Register map, names as in the netlist:
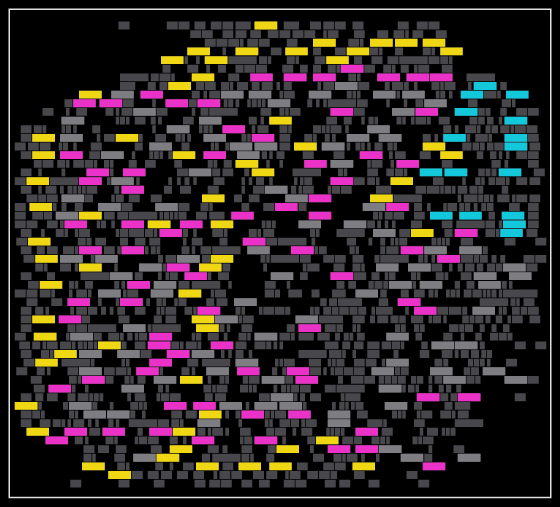
Metal 2:
Cells faint in the background.
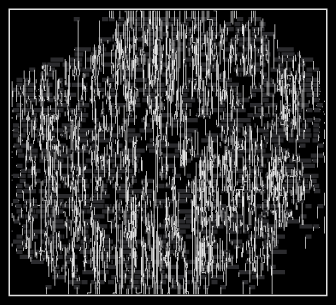
Placement view:
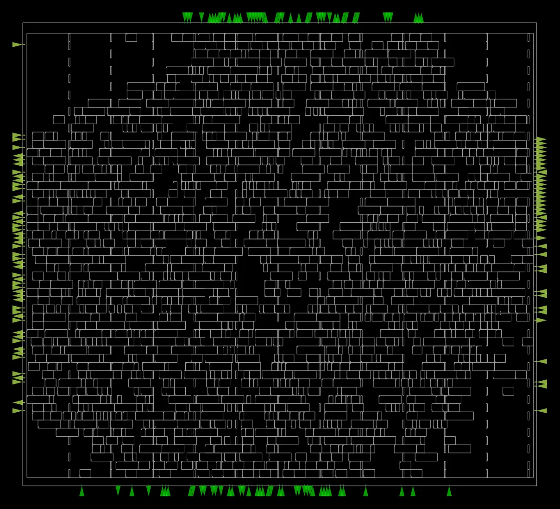
M1 wires:
The bar under the picture is 50 microns long. Cells faint in the background.
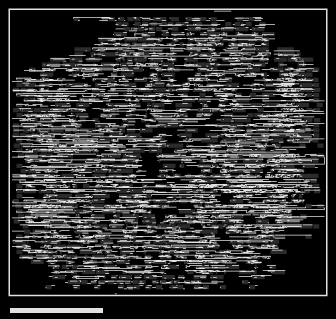
[config.mk]
export PLATFORM = sky130hd
export DESIGN_NAME = issue_scoreboard_flat
export DESIGN_NICKNAME = d
export VERILOG_FILES = /design/src/rtl/issue_scoreboard_if.sv /design/src/rtl/issue_scoreboard.sv /design/src/flat_wrapper.sv
export SDC_FILE = /design/constraint.sdc
export NUM_CORES = 1
export LEC_CHECK = 0
export CAP_MARGIN = 20
export CORE_ASPECT_RATIO = 0.9
export CORE_MARGIN = 1
export CORE_UTILIZATION = 45
export DETAILED_ROUTE_END_ITERATION = 16
export PLACE_DENSITY = 0.68
export SYNTH_ARGS = -nofsm -noshare
export SYNTH_HDL_FRONTEND = slang
export SYNTH_SLANG_ARGS = --single-unit
export TNS_END_PERCENT = 20
[constraint.sdc]
create_clock -name i_clk -period 8.2 [get_ports i_clk]
set_clock_uncertainty 0.1 [all_clocks]
set_input_delay 1.64 -clock i_clk [delete_from_list [all_inputs] [get_ports i_clk]]
set_output_delay 1.64 -clock i_clk [all_outputs]
set_load 0.1 [all_outputs]
[src/rtl/issue_scoreboard_if.sv]
// Decode/execute/writeback signal bundle around the issue scoreboard.
// Latency: n/a (wiring only).
// Backpressure: o_dec_ready toward decode, i_ex_ready from execute.
// Ports: slave = scoreboard side, master = decode/execute/writeback side.
interface issue_scoreboard_if #(
    parameter int REGNO     = 8,
    parameter int REGNO_LOG = 3,
    parameter int CTRL_W    = 64
);
    logic                 i_dec_submit;
    logic                 o_dec_ready;
    logic [CTRL_W-1:0]    i_ctrl;
    logic [REGNO_LOG-1:0] i_l_reg_sel;
    logic [REGNO_LOG-1:0] i_r_reg_sel;
    logic [1:0]           i_used_operands;
    logic [REGNO-1:0]     i_rf_ie;
    logic                 i_ex_ready;
    logic                 o_ex_submit;
    logic [CTRL_W-1:0]    o_ctrl;
    logic                 i_wb_valid;
    logic [REGNO_LOG-1:0] i_wb_reg;
    logic                 i_flush;
    logic [15:0]          o_stall_cnt;
    logic                 o_err;

    modport slave (
        input  i_dec_submit, i_ctrl, i_l_reg_sel, i_r_reg_sel, i_used_operands,
               i_rf_ie, i_ex_ready, i_wb_valid, i_wb_reg, i_flush,
        output o_dec_ready, o_ex_submit, o_ctrl, o_stall_cnt, o_err
    );

    modport master (
        output i_dec_submit, i_ctrl, i_l_reg_sel, i_r_reg_sel, i_used_operands,
               i_rf_ie, i_ex_ready, i_wb_valid, i_wb_reg, i_flush,
        input  o_dec_ready, o_ex_submit, o_ctrl, o_stall_cnt, o_err
    );
endinterface

[src/rtl/issue_scoreboard.sv]
// In-order issue stage: 2-entry bundle queue plus per-register pending-write counters.
// Latency: submit at t issues at t+1 via bypass when hazard-free and execute ready.
// Backpressure: o_dec_ready only when queue empty; hazarded head blocks all behind it.
// Ports: i_clk, i_rst (sync, active-high), bus (issue_scoreboard_if.slave).
module issue_scoreboard #(
    parameter int REGNO     = 8,
    parameter int REGNO_LOG = 3,
    parameter int CTRL_W    = 64,
    parameter int CNT_W     = 2
) (
    input  logic                i_clk,
    input  logic                i_rst,
    issue_scoreboard_if.slave   bus
);
    typedef struct packed {
        logic [CTRL_W-1:0]    ctrl;
        logic [REGNO_LOG-1:0] l_sel;
        logic [REGNO_LOG-1:0] r_sel;
        logic [1:0]           used;
        logic [REGNO-1:0]     rf_ie;
    } entry_t;

    localparam logic [CNT_W-1:0] CNT_MAX = '1;

    // Entry 0 is always the head; a pop shifts entry 1 down.
    entry_t             q_q [2];
    entry_t             q_d [2];
    logic [1:0]         count_q, count_d;
    logic [CNT_W-1:0]   cnt_q [REGNO];
    logic [CNT_W-1:0]   cnt_d [REGNO];
    logic               ex_submit_q, ex_submit_d;
    logic [CTRL_W-1:0]  ctrl_q, ctrl_d;
    logic [15:0]        stall_cnt_q, stall_cnt_d;
    logic               err_q, err_d;

    entry_t             in_e, cand;
    logic               from_head, cand_vld, dst_sat, hazard, issue, pop, push, ovf;
    logic [REGNO-1:0]   inc_v, dec_v;

    always_comb begin
        in_e.ctrl  = bus.i_ctrl;
        in_e.l_sel = bus.i_l_reg_sel;
        in_e.r_sel = bus.i_r_reg_sel;
        in_e.used  = bus.i_used_operands;
        in_e.rf_ie = bus.i_rf_ie;

        from_head = (count_q != 2'd0);
        cand_vld  = from_head | bus.i_dec_submit;
        cand      = from_head ? q_q[0] : in_e;

        // A saturated destination counter could not record another write.
        dst_sat = 1'b0;
        for (int r = 0; r < REGNO; r++) begin
            if (cand.rf_ie[r] && (cnt_q[r] == CNT_MAX)) dst_sat = 1'b1;
        end
        hazard = (cand.used[0] && (cnt_q[cand.l_sel] != '0))
               | (cand.used[1] && (cnt_q[cand.r_sel] != '0))
               | dst_sat;

        issue = cand_vld & bus.i_ex_ready & ~hazard & ~bus.i_flush;
        pop   = issue & from_head;
        ovf   = bus.i_dec_submit & ~bus.i_flush & (count_q == 2'd2);
        // A submit is queued unless the bypass consumed it or there is no room.
        push  = bus.i_dec_submit & ~bus.i_flush & ~(issue & ~from_head) & (count_q != 2'd2);

        q_d     = q_q;
        count_d = count_q;
        if (bus.i_flush) begin
            count_d = 2'd0;
        end else begin
            if (pop) begin
                q_d[0]  = q_q[1];
                count_d = count_q - 2'd1;
            end
            if (push) begin
                q_d[count_d[0]] = in_e;
                count_d         = count_d + 2'd1;
            end
        end

        err_d = err_q | ovf;
        for (int r = 0; r < REGNO; r++) begin
            inc_v[r] = issue & cand.rf_ie[r];
            dec_v[r] = bus.i_wb_valid & (bus.i_wb_reg == REGNO_LOG'(r));
            cnt_d[r] = cnt_q[r];
            if (inc_v[r] && !dec_v[r]) begin
                if (cnt_q[r] != CNT_MAX) cnt_d[r] = cnt_q[r] + 1'b1;
            end else if (dec_v[r] && !inc_v[r]) begin
                if (cnt_q[r] == '0) err_d = 1'b1;
                else                cnt_d[r] = cnt_q[r] - 1'b1;
            end
        end

        ex_submit_d = issue;
        ctrl_d      = issue ? cand.ctrl : ctrl_q;

        stall_cnt_d = stall_cnt_q;
        if (cand_vld && bus.i_ex_ready && hazard && !bus.i_flush && (stall_cnt_q != 16'hFFFF))
            stall_cnt_d = stall_cnt_q + 16'd1;
    end

    always_ff @(posedge i_clk) begin
        if (i_rst) begin
            for (int i = 0; i < 2; i++) q_q[i] <= '0;
            for (int r = 0; r < REGNO; r++) cnt_q[r] <= '0;
            count_q     <= 2'd0;
            ex_submit_q <= 1'b0;
            ctrl_q      <= '0;
            stall_cnt_q <= 16'd0;
            err_q       <= 1'b0;
        end else begin
            q_q         <= q_d;
            cnt_q       <= cnt_d;
            count_q     <= count_d;
            ex_submit_q <= ex_submit_d;
            ctrl_q      <= ctrl_d;
            stall_cnt_q <= stall_cnt_d;
            err_q       <= err_d;
        end
    end

    assign bus.o_dec_ready = (count_q == 2'd0);
    assign bus.o_ex_submit = ex_submit_q;
    assign bus.o_ctrl      = ctrl_q;
    assign bus.o_stall_cnt = stall_cnt_q;
    assign bus.o_err       = err_q;
endmodule

[src/flat_wrapper.sv]
// flat-port wrapper written by rule: the top's interface ports become plain ports
module issue_scoreboard_flat 
#(
    parameter int REGNO     = 8,
    parameter int REGNO_LOG = 3,
    parameter int CTRL_W    = 64,
    parameter int CNT_W     = 2
)
  (i_clk, i_rst, bus_i_dec_submit, bus_i_ctrl, bus_i_l_reg_sel, bus_i_r_reg_sel, bus_i_used_operands, bus_i_rf_ie, bus_i_ex_ready, bus_i_wb_valid, bus_i_wb_reg, bus_i_flush, bus_o_dec_ready, bus_o_ex_submit, bus_o_ctrl, bus_o_stall_cnt, bus_o_err);
  issue_scoreboard_if #(.REGNO(REGNO), .REGNO_LOG(REGNO_LOG), .CTRL_W(CTRL_W)) bus_i ();
  input  logic i_clk;
  input  logic i_rst;
  input wire logic [$bits(bus_i.i_dec_submit)-1:0] bus_i_dec_submit;
  input wire logic [$bits(bus_i.i_ctrl)-1:0] bus_i_ctrl;
  input wire logic [$bits(bus_i.i_l_reg_sel)-1:0] bus_i_l_reg_sel;
  input wire logic [$bits(bus_i.i_r_reg_sel)-1:0] bus_i_r_reg_sel;
  input wire logic [$bits(bus_i.i_used_operands)-1:0] bus_i_used_operands;
  input wire logic [$bits(bus_i.i_rf_ie)-1:0] bus_i_rf_ie;
  input wire logic [$bits(bus_i.i_ex_ready)-1:0] bus_i_ex_ready;
  input wire logic [$bits(bus_i.i_wb_valid)-1:0] bus_i_wb_valid;
  input wire logic [$bits(bus_i.i_wb_reg)-1:0] bus_i_wb_reg;
  input wire logic [$bits(bus_i.i_flush)-1:0] bus_i_flush;
  output wire logic [$bits(bus_i.o_dec_ready)-1:0] bus_o_dec_ready;
  output wire logic [$bits(bus_i.o_ex_submit)-1:0] bus_o_ex_submit;
  output wire logic [$bits(bus_i.o_ctrl)-1:0] bus_o_ctrl;
  output wire logic [$bits(bus_i.o_stall_cnt)-1:0] bus_o_stall_cnt;
  output wire logic [$bits(bus_i.o_err)-1:0] bus_o_err;
  assign bus_i.i_dec_submit = bus_i_dec_submit;
  assign bus_i.i_ctrl = bus_i_ctrl;
  assign bus_i.i_l_reg_sel = bus_i_l_reg_sel;
  assign bus_i.i_r_reg_sel = bus_i_r_reg_sel;
  assign bus_i.i_used_operands = bus_i_used_operands;
  assign bus_i.i_rf_ie = bus_i_rf_ie;
  assign bus_i.i_ex_ready = bus_i_ex_ready;
  assign bus_i.i_wb_valid = bus_i_wb_valid;
  assign bus_i.i_wb_reg = bus_i_wb_reg;
  assign bus_i.i_flush = bus_i_flush;
  assign bus_o_dec_ready = bus_i.o_dec_ready;
  assign bus_o_ex_submit = bus_i.o_ex_submit;
  assign bus_o_ctrl = bus_i.o_ctrl;
  assign bus_o_stall_cnt = bus_i.o_stall_cnt;
  assign bus_o_err = bus_i.o_err;
  issue_scoreboard #(.REGNO(REGNO), .REGNO_LOG(REGNO_LOG), .CTRL_W(CTRL_W), .CNT_W(CNT_W)) u_core (.i_clk(i_clk), .i_rst(i_rst), .bus(bus_i));
endmodule
==> flow_summary.toml <==
# yosys + openroad results
[final_layout]
final-comb-area_sq_mm = 0.00576
final_cell_mix = "260 x dfxtp_1, 178 x nor2_1, 178 x nand2_1"
ff_latch_area_sq_mm = 0.00520
syn2layout_area_growth_pct = 23.1
drive_gt1_share_pct = 5.39

[logic_synthesis]
yosys_warnings = 0
ys.flop_type = "dfxtp_1"
ys_top_logic_family = "AND-OR/OR-AND gates"
ys_area_sq_mm = 0.0114
avgSynthCellArea_sq_um = 8.88
synth.distinct_cells = 51
synth_nets = 1378
synth_cells = 1286
ys_cells = 1286
ys_sh_mux_pct = 15.8

[final_timing]
hold_viol_final = 0
finalClockPeriodUsage_pct = 59.8
tns_ps = 0
layout_min_cycle_time_ps = 4910
rsz0062_at_grt = "no"
worst-slew-pin-transition_ps = 1080
slew_viol_final = 0
max_freq_mhz = 204
relSlewSlack_pct = 28.2
fin_ws_ps = 3290

[run]
drv_cap = 0
warnings = 29

[floorplanning]
row_count = 54
fp-utilization_pct = 46.4
die_area_sq_mm = 0.0260
ios = 172
die_w_microns = 170
die_h_microns = 153

[drt]
dr.pass1.iters = 5
ant_nets = 0
drcViolationCount = 0
wl_microns = 27900
vias_per_cell = 5.46
first_iter_violations = 518
routedWlPerCell_microns = 16.0

[setup_path]
critPathLaunch = "bus_i_rf_ie[6]"
worst_ep_required_time_ps = 8500
reg2regPathDepth = 12
critPathTopFamily = "buffers and inverters"
r2r-end = "u_core.count_q[1]$_SDFF_PP0_"
cp_max_fo = 58
slowest_stage = "buf_4"
path_cells = "clkdlybuf4s50_1 > mux2i_1 > nand3b_1 > and4_1 > nand4b_2 > nor4_4 > buf_4 > buf_4 > mux2i_1 > xnor2_1 > nor3_1"
max_stage_delay_ps = 900
worst_setup_path_end_kind = "flop"
critPathBufInv = 3

[pwr]
cellPowerDensity_mw_per_mm2 = 215
power.total_mw = 3.02

[status]
outcome = "finished, final reports clean"

[placed_design]
post-place-ws_ps = 2730
dp_hpwl_microns = 17300

[clock_network]
htree_levels = 1
clkTransAtPathRegs_ps = 60
cts_buffer_depth = 3
tritoncts = "done"
root_buffer = "clkbuf_16"
numClockSinks = 260
ctsResizeCount = 0
postCtsSetupBuffers = 0
insertion_delay_ps = 530

[worst_hold_path]
worstHoldPathType = "reg2reg"

[grt]
grt_util_all_layers_pct = 21.1
grt_pass1_wl_microns = 45200
antenna_found_initial = 1
grt_max_degree = 101
overflow = 0
grt_pass1_vias = 8872
Notes on 'register map, names as in the netlist' above:
Key: magenta = u_core.q_q [placed flops 80, where all over the die]; yellow = u_core.bus.o_ctrl [placed flops 64, where all over the die]; cyan = u_core.bus.o_stall_cnt [placed flops 16]
Another 100 sequential cells are not colored.
sequential cell power: 1.36 mW
sequential share of cell area: 37.0%
final core area utilization: 57.2%

Notes on 'metal 2' above:
The wires run mostly vertical. 1210 nets have wire on it. The layer carries 12700 microns of wire. The longest straight run is 55.6 microns.

Notes on 'placement view' above:
Layout fillers: 2228
post-route non-filler standard cell count: 1748
seq_cells: 260
well tap count: 336
core area: 0.0246 sq mm

Notes on 'M1 wires' above:
1360 nets have wire on it. The wires run mostly horizontal. The longest straight run is 56.6 microns. The layer holds 47% of the routed length.

## synthesized netlist by cell type, types with 4 or more instances
library cell,count,area [sq um]
and3_1,9,56.3
a211oi_1,150,1130
inv_1,4,15.0
nor2_1,178,668
mux2i_1,158,1580
nor2b_1,6,37.5
nand2b_1,8,50.1
buf_1,6,22.5
a21oi_1,99,495
nor3b_1,4,30.0
clkbuf_1,51,191
mux2_2,12,135
nor4_1,7,43.8
mux2_1,5,56.3
xnor2_1,13,114
o21a_1,7,52.6
nor3_1,14,70.1
dfxtp_1,260,5200
nand2_1,178,668
buf_4,6,45.0
nand3_1,16,80.1
buf_2,37,185
o21ai_0,11,55.1
## cells by family after synthesis
logic type / after synthesis
AOI/OAI and AO/OA: 290
xor gates and xnor gates: 13
adders and majority gates: 3
buffers and inverters: 106
DFF: 260
muxes: 177
and+or+nand+nor: 437
## through the flow
stage / hold slack, ps / instance area [sq um] / cells
2_1_floorplan: 336 / 11400 / 1286
6_report: 355 / 14100 / 1748
3_3_place_gp: 342 / 13200 / 1702
5_1_grt: 371 / 14100 / 1748
3_5_place_dp: 347 / 13200 / 1702
4_1_cts: 355 / 14100 / 1747
## power by group
part | switching [mW] | leakage (nW) | total [mW] | internal (mW)
combinational | 0.319 | 2.53 | 0.476 | 0.157
sequential | 0.0348 | 2.12 | 1.36 | 1.32
clock | 0.493 | 0.420 | 1.19 | 0.696
total | 0.846 | 5.07 | 3.02 | 2.18
## layer usage
layer  global-route usage, %  part of all wire (%)
met1                    28.8                    47
met2                    34.2                    45
met3                    3.63                   5.6
met4                    5.75                   2.1
met5                       0                     0
## cell type report
cell class,instances,area share (%)
antenna,1,0.0178
clock buffer,39,5.63
clock inverter,6,0.463
inverter,4,0.107
multi-input combinational,920,41.0
sequential,260,37.0
tap,336,2.99
timing repair buffer,182,12.8
Power figures rest on the tool's default switching activity, not on a simulated workload.
